**config.mk**
```make
export PLATFORM = sky130hd
export DESIGN_NAME = divider_8b_4b_flat
export DESIGN_NICKNAME = d
export VERILOG_FILES = /design/src/rtl/divider_8b_4b_pkg.sv /design/src/rtl/divider_8b_4b_if.sv /design/src/rtl/divider_8b_4b_div_step.sv /design/src/rtl/divider_8b_4b.sv /design/src/flat_wrapper.sv
export SDC_FILE = /design/constraint.sdc
export NUM_CORES = 1
export LEC_CHECK = 0
export CORE_MARGIN = 8
export CORE_UTILIZATION = 57
export DETAILED_ROUTE_END_ITERATION = 16
export MAX_ROUTING_LAYER = met4
export PLACE_DENSITY = 0.88
export REMOVE_ABC_BUFFERS = 1
export SLEW_MARGIN = 40
export SYNTH_ARGS = -nofsm -noshare
export SYNTH_HDL_FRONTEND = slang
export SYNTH_HIERARCHICAL = 1
export SYNTH_SLANG_ARGS = --single-unit
```
**constraint.sdc**
```tcl
create_clock -name clk -period 4.8 [get_ports clk]
set_input_delay 1.2 -clock clk [delete_from_list [all_inputs] [get_ports clk]]
set_output_delay 1.2 -clock clk [all_outputs]
set_load 0.02 [all_outputs]
```
**src/rtl/divider_8b_4b_pkg.sv**
```systemverilog
// rtl/divider_8b_4b_pkg.sv - shared widths, constants and state type for the 8/4 divider
//
// Package divider_pkg
//   DVD_W, DVS_W, STEP_W : dividend, divisor and step-counter widths
//   DZ_Q, DZ_R           : quotient/remainder reported for a zero divisor
//   STEP_LAST            : counter value of the final quotient-bit iteration
//   state_t              : controller states IDLE, CALC, DONE
package divider_pkg;

   localparam int DVD_W  = 8;
   localparam int DVS_W  = 4;
   localparam int STEP_W = 3;

   localparam logic [DVD_W-1:0]  DZ_Q      = 8'hFF;
   localparam logic [DVS_W-1:0]  DZ_R      = 4'hF;
   localparam logic [STEP_W-1:0] STEP_LAST = 3'd7;

   typedef enum logic [1:0] {
      IDLE = 2'd0,
      CALC = 2'd1,
      DONE = 2'd2
   } state_t;

endpackage

```
**src/rtl/divider_8b_4b_if.sv**
```systemverilog
// rtl/divider_8b_4b_if.sv - operand/result handshake bundle for the 8/4 divider
//
// Signals
//   in_valid / in_ready   : operand handshake (x dividend, y divisor)
//   out_valid / out_ready : result handshake (q quotient, r remainder, dz divide-by-zero)
// Modports
//   master : producer of operands and consumer of results
//   slave  : the divider
interface divider_8b_4b_if;
   import divider_pkg::*;

   logic             in_valid;
   logic             in_ready;
   logic [DVD_W-1:0] x;
   logic [DVS_W-1:0] y;
   logic             out_valid;
   logic             out_ready;
   logic [DVD_W-1:0] q;
   logic [DVS_W-1:0] r;
   logic             dz;

   modport master (
      output in_valid, x, y, out_ready,
      input  in_ready, out_valid, q, r, dz
   );

   modport slave (
      input  in_valid, x, y, out_ready,
      output in_ready, out_valid, q, r, dz
   );

endinterface

```
**src/rtl/divider_8b_4b_div_step.sv**
```systemverilog
// rtl/divider_8b_4b_div_step.sv - one restoring-division step (trial subtract / restore)
//
// Ports
//   pr_i   in  4  current partial remainder (always < y)
//   bit_i  in  1  next dividend bit, MSB first
//   y_i    in  4  divisor
//   pr_o   out 4  partial remainder after this step
//   q_o    out 1  quotient bit produced by this step
module div_step
   import divider_pkg::*;
(
   input  logic [DVS_W-1:0] pr_i,
   input  logic             bit_i,
   input  logic [DVS_W-1:0] y_i,
   output logic [DVS_W-1:0] pr_o,
   output logic             q_o
);

   logic [DVS_W:0]   t;
   logic [DVS_W-1:0] diff;

   assign t = {pr_i, bit_i};

   // When t >= y we also have t < 2*y, so t - y < 16 and the low four bits
   // of the subtraction are exact; no fifth difference bit is needed.
   assign diff = t[DVS_W-1:0] - y_i;
   assign q_o  = (t >= {1'b0, y_i});
   assign pr_o = q_o ? diff : t[DVS_W-1:0];

endmodule

```
**src/rtl/divider_8b_4b.sv**
```systemverilog
// rtl/divider_8b_4b.sv - sequential radix-2 restoring divider, 8-bit dividend / 4-bit divisor
//
// Ports
//   clk    in   rising-edge clock
//   rst_n  in   asynchronous active-low reset
//   bus    slave of divider_8b_4b_if: in_valid/in_ready/x/y operand side,
//          out_valid/out_ready/q/r/dz result side
// One quotient bit per cycle in CALC; quotient bits replace dividend bits in
// the shift register.  Results are copied into holding registers on entry to
// DONE so q/r/dz keep their last value while the next operation runs.
module divider_8b_4b
   import divider_pkg::*;
(
   input  logic            clk,
   input  logic            rst_n,
   divider_8b_4b_if.slave  bus
);

   state_t            state_q, state_d;
   logic [STEP_W-1:0] cnt_q, cnt_d;
   logic [DVD_W-1:0]  shift_q, shift_d;
   logic [DVS_W-1:0]  pr_q, pr_d;
   logic [DVS_W-1:0]  dvs_q, dvs_d;
   logic              dzp_q, dzp_d;
   logic [DVD_W-1:0]  q_q, q_d;
   logic [DVS_W-1:0]  r_q, r_d;
   logic              dz_q, dz_d;

   logic [DVS_W-1:0]  pr_nxt;
   logic              qbit;

   div_step u_step (
      .pr_i  (pr_q),
      .bit_i (shift_q[DVD_W-1]),
      .y_i   (dvs_q),
      .pr_o  (pr_nxt),
      .q_o   (qbit)
   );

   always_ff @(posedge clk or negedge rst_n) begin
      if (!rst_n) begin
         state_q <= IDLE;
         cnt_q   <= '0;
         shift_q <= '0;
         pr_q    <= '0;
         dvs_q   <= '0;
         dzp_q   <= 1'b0;
         q_q     <= '0;
         r_q     <= '0;
         dz_q    <= 1'b0;
      end else begin
         state_q <= state_d;
         cnt_q   <= cnt_d;
         shift_q <= shift_d;
         pr_q    <= pr_d;
         dvs_q   <= dvs_d;
         dzp_q   <= dzp_d;
         q_q     <= q_d;
         r_q     <= r_d;
         dz_q    <= dz_d;
      end
   end

   always_comb begin
      state_d = state_q;
      cnt_d   = cnt_q;
      shift_d = shift_q;
      pr_d    = pr_q;
      dvs_d   = dvs_q;
      dzp_d   = dzp_q;
      q_d     = q_q;
      r_d     = r_q;
      dz_d    = dz_q;

      unique case (state_q)
         IDLE: begin
            if (bus.in_valid) begin
               shift_d = bus.x;
               dvs_d   = bus.y;
               pr_d    = '0;
               cnt_d   = '0;
               dzp_d   = (bus.y == '0);
               state_d = CALC;
            end
         end

         CALC: begin
            if (dzp_q) begin
               // Zero divisor: a single pass through CALC, then the fixed
               // saturated result, so out_valid appears one edge after accept.
               q_d     = DZ_Q;
               r_d     = DZ_R;
               dz_d    = 1'b1;
               state_d = DONE;
            end else begin
               shift_d = {shift_q[DVD_W-2:0], qbit};
               pr_d    = pr_nxt;
               cnt_d   = cnt_q + 3'd1;
               if (cnt_q == STEP_LAST) begin
                  q_d     = {shift_q[DVD_W-2:0], qbit};
                  r_d     = pr_nxt;
                  dz_d    = 1'b0;
                  state_d = DONE;
               end
            end
         end

         DONE: begin
            if (bus.out_ready) begin
               state_d = IDLE;
            end
         end

         default: state_d = IDLE;
      endcase
   end

   assign bus.in_ready  = (state_q == IDLE);
   assign bus.out_valid = (state_q == DONE);
   assign bus.q         = q_q;
   assign bus.r         = r_q;
   assign bus.dz        = dz_q;

endmodule

```
**src/flat_wrapper.sv**
```systemverilog
// flat-port wrapper written by rule: the top's interface ports become plain ports
module divider_8b_4b_flat import divider_pkg::*;
  (clk, rst_n, bus_in_valid, bus_x, bus_y, bus_out_ready, bus_in_ready, bus_out_valid, bus_q, bus_r, bus_dz);
  divider_8b_4b_if bus_i ();
  input  logic clk;
  input  logic rst_n;
  input wire logic [$bits(bus_i.in_valid)-1:0] bus_in_valid;
  input wire logic [$bits(bus_i.x)-1:0] bus_x;
  input wire logic [$bits(bus_i.y)-1:0] bus_y;
  input wire logic [$bits(bus_i.out_ready)-1:0] bus_out_ready;
  output wire logic [$bits(bus_i.in_ready)-1:0] bus_in_ready;
  output wire logic [$bits(bus_i.out_valid)-1:0] bus_out_valid;
  output wire logic [$bits(bus_i.q)-1:0] bus_q;
  output wire logic [$bits(bus_i.r)-1:0] bus_r;
  output wire logic [$bits(bus_i.dz)-1:0] bus_dz;
  assign bus_i.in_valid = bus_in_valid;
  assign bus_i.x = bus_x;
  assign bus_i.y = bus_y;
  assign bus_i.out_ready = bus_out_ready;
  assign bus_in_ready = bus_i.in_ready;
  assign bus_out_valid = bus_i.out_valid;
  assign bus_q = bus_i.q;
  assign bus_r = bus_i.r;
  assign bus_dz = bus_i.dz;
  divider_8b_4b u_core (.clk(clk), .rst_n(rst_n), .bus(bus_i));
endmodule
```
layers.png
The bar under the picture is 20 um long.
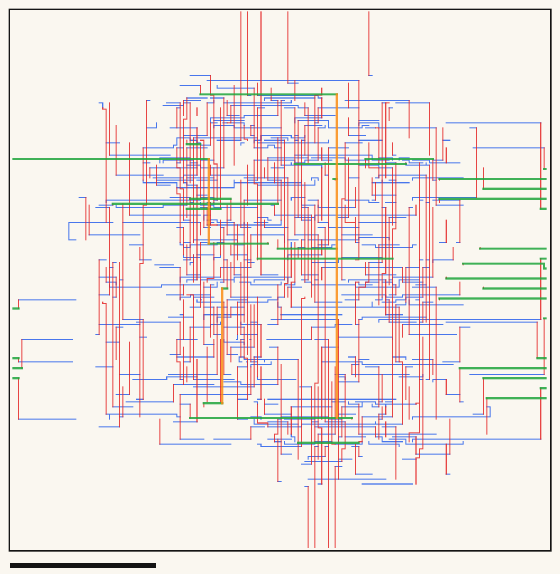
legend:
  M4:
    color: orange
    wire_length: 71.4 um
  M3:
    color: green
    wire_length: 303 um
  M1:
    color: blue
    wire_length: 1,690 um
  M2:
    color: red
    wire_length: 2,060 um

util_map.png
7 x 7 tiles, from dark blue (low) to red (high), 0 to 100% covered.
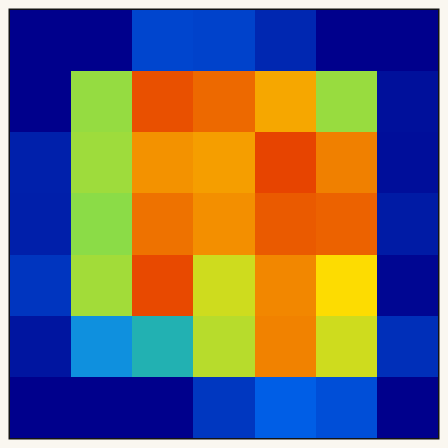
fullest tile: 92%
tiles over 75% full: 29%
emptiest ninth of the die: south-west
densest ninth of the die: center

==> results.txt <==
Implementation results are summarized by area below.

Run status
The run finished with clean final reports.

Worst setup path
The arrival time reported for the critical path endpoint is 1.84 ns. The worst register-to-register path has a setup slack of 2.73 ns. STA lists the startpoint of the worst register-to-register path as u_core/pr_q[1]. Together, buffers and inverters on the worst path number 1. OpenSTA lists the critical path startpoint as u_core/state_q[0]. The worst reg2reg path depth is 8. All stages included, the depth of the critical timing path comes to 2. By startpoint and endpoint, the worst setup path is classified as flip-flop to output pin. The worst path required time is 3.60 ns. The worst register-to-register path ends at u_core/pr_q[2]. The cell type of the slowest stage on the worst timing path is sky130_fd_sc_hd__clkdlybuf4s50_1. The report lists the cells along the critical path as nor2_1, clkdlybuf4s50_1.

On the worst path, the slowest cell contributes a delay of 0.67 ns. The biggest fanout along the worst timing path is 14. STA classifies the critical path endpoint as an output pin.

Placed design
Per the post-place timing report, worst setup slack is 2.17 ns. After legalization and detailed placement, the total HPWL measured 3030 um. The final RePlAce weighted congestion is 0.806. The number of cells after detailed placement is 236.

Synth
The post-synth count of flops with an enable pin is 0. By area the synthesized netlist is led by sky130_fd_sc_hd__dfrtp_1, sky130_fd_sc_hd__mux2_2, sky130_fd_sc_hd__o21ai_0. The most used flip-flop cell after synthesis is sky130_fd_sc_hd__dfrtp_1. The total of warnings raised by yosys is 6. The synthesis run identifies the leading combinational cell family as AND-OR/OR-AND gates.

For this run, the chip area from Yosys synthesis comes to 1900 um2. The number of cells produced by synthesis is 168. In this run, the synthesized area fraction spent on adder and majority cells is recorded as 0.0501. Of the total synthesized cell area, the portion taken by XOR and XNOR cells is 0.00461. The most area-hungry cell type in the Yosys netlist is sky130_fd_sc_hd__dfrtp_1.

The post-synth register bit count is 35. Per the synthesis report, the AND-OR/OR-AND share of the synthesized area is 0.166. Yosys instantiated no cell more often than sky130_fd_sc_hd__dfrtp_1. Per the synthesis report, the simple-gate share of the synthesized area is 0.109. After synthesis, the most frequently instantiated cells are sky130_fd_sc_hd__dfrtp_1, sky130_fd_sc_hd__o21ai_0, sky130_fd_sc_hd__nor2_1, sky130_fd_sc_hd__mux2_2, sky130_fd_sc_hd__a22o_1. Yosys reports the multiplexer fraction of the synthesized area as 0.163. The cell area after technology mapping is 1900 um2. The area share of the leading cell type in the synthesized netlist is 0.461. The proportion of synthesized chip area in sequential cells is 0.461. In the Yosys report the total cell count is 168.

Worst hold path
The sink of the worst hold path is u_core/dvs_q[2]. In this run the most critical hold path is launched from u_core/dvs_q[2]. Along the worst hold path, the cell count comes to 1. The min-delay analysis places its worst path in the category flip-flop to flip-flop.

Finish
The fill cell total of the finished layout is 253. The final cell utilization of the core is 0.701. The layout overhead on the synthesized area is 20.2%. For this run, the number of standard cells in the final layout without fillers is 244. The fraction of layout instances using a drive strength above 1 is 0.212. The final layout contains 220 nets.

The logic area is 935 um2. The antenna cell count is 0.

CTS
Post-CTS repair changed the size of 0 cells. Post-CTS timing repair inserted 0 buffers for setup. Hold repair after CTS inserted 0 buffers. The CTS report gives the tree buffer count as 5.

The maximum number of buffers from clock root to sink is 2. TritonCTS built the clock tree.

Global route
The via count of the first global-routing pass is 1,418. Recorded from the global router log, the overflow total was 0. The first global-routing pass estimated 6850 um of wire. The number of antenna violations at the first check in global routing is 0. The global router's overall resource usage is 0.170.

Entering global routing, the biggest net connects 36 pins.

Power
Of the total power, combinational logic draws 0.587. In this run, power in combinational logic comes to 1070 uW. The group with the largest share of power is combinational logic. The power report attributes to the clock group a share of 0.103.

For this design the total switching power over the nets is 745 uW. The sequential cell fraction of total power is 0.310. For this design the ratio of total power to cell area is 795 nW/um2. The static leakage power is 0.00102 uW. The worst vdd rail ir drop is 0.329 mV. Power attributed to sequential cells is 563 uW.

The clock group power is 187 uW. The net switching fraction of the power is 0.410.

Routing
The average wire per cell in the routed design is 16.9 um. Summed over all layers, the routed wires come to 4120 um. The number of vias per cell after detailed routing is 5.64.

The final route contains 1,377 vias. The first routing iteration left 102 violations. Per the detail_route report, DRC violations left total 0. The detailed-router iteration count before antenna repair is 4. The detail route stage leaves a number of antenna-violating nets equal to 0.

STA
Hold-check failures listed in the final report amount to 0. The final tally of setup violations is 0. The routed design could run at a clock period as short as 3.04 ns. The portion of the clock cycle consumed by the worst path in the final layout is 0.633. Max-slew check failures listed in the final report amount to 0. In the post-route analysis, the smallest setup slack over all paths is 1.76 ns. Setup repair after global routing left no endpoint under its margin.

The setup total negative slack is 0 ns. The achievable clock frequency is 329 MHz. In the final run the clock tree shows a worst skew of 0.00963 ns. The transition time at the pin with the least slew margin is 0.824 ns.

Floorplanning
The number of ports placed on the die boundary is 31. The floorplan step defined a core boundary enclosing 3260 um2. The initial core utilization is 0.583. In this run the full chip footprint comes out at 5440 um2.

The die width is 73.7 um. The number of placement rows is 21.

Job
The logs give a warning total of 25. Per the run summary, max-cap violations total 0.
gates.png
The bar under the picture is 20 um long.
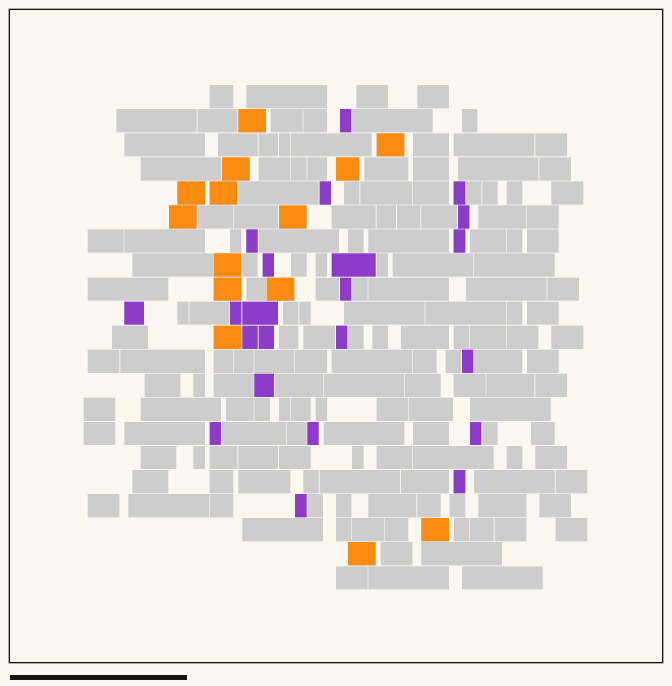
legend:
  non-inverting ao/oa cells:
    color: orange
    cells: 14
  nor cells:
    color: purple
    cells: 22
    where: center

## metrics by stage
step / instance area (um2) / hold slack (ns) / total power (uW)
2_1_floorplan: 1840 / 0.458 / 1320
3_3_place_gp: 2210 / 0.472 / 1560
6_report: 2280 / 0.507 / 1820
5_1_grt: 2280 / 0.536 / 1950
3_5_place_dp: 2210 / 0.483 / 1630
4_1_cts: 2280 / 0.506 / 1820
## cell type report
cell class              count  area share
flip-flops and latches     35       0.384
multi-input cells         116       0.409
well taps                  46      0.0252
clock inverters             1     0.00329
clock buffers               7      0.0285
inverters                   7      0.0115
repair buffers             32       0.138
## placed cells by master (no fill, tap or decap), drive strengths merged
| cell type | netlist | final |
|---|---|---|
| buf | 4 | 2 |
| fa | 1 | 1 |
| clkbuf | 6 | 7 |
| xnor2 | 1 | 1 |
| o31a | 2 | 2 |
| a22o | 11 | 11 |
| a21oi | 3 | 3 |
| o21ai | 26 | 26 |
| ha | 6 | 6 |
| nor2b | 1 | 1 |
| a21o | 1 | 1 |
| mux2i | 2 | 2 |
| o21bai | 3 | 3 |
| nor4 | 1 | 1 |
| nor3 | 2 | 2 |
| mux2 | 23 | 23 |
| clkdlybuf4s50 | 0 | 30 |
| clkinvlp | 0 | 1 |
| inv | 7 | 7 |
| nand4 | 1 | 1 |
| dfrtp | 35 | 35 |
| and2 | 1 | 1 |
| nand2b | 8 | 8 |
| nand2 | 5 | 5 |
| nor2 | 18 | 18 |
## metal layers
layer | share of wire | vias up | track usage
met5 | 0 | - | -
met4 | 0.017 | 0 | 0.0643
met3 | 0.073 | 8 | 0.0628
met2 | 0.50 | 48 | 0.268
met1 | 0.41 | 675 | 0.193
li1 | - | 646 | -
No activity file was given, so power comes from the tool's default toggle rates.
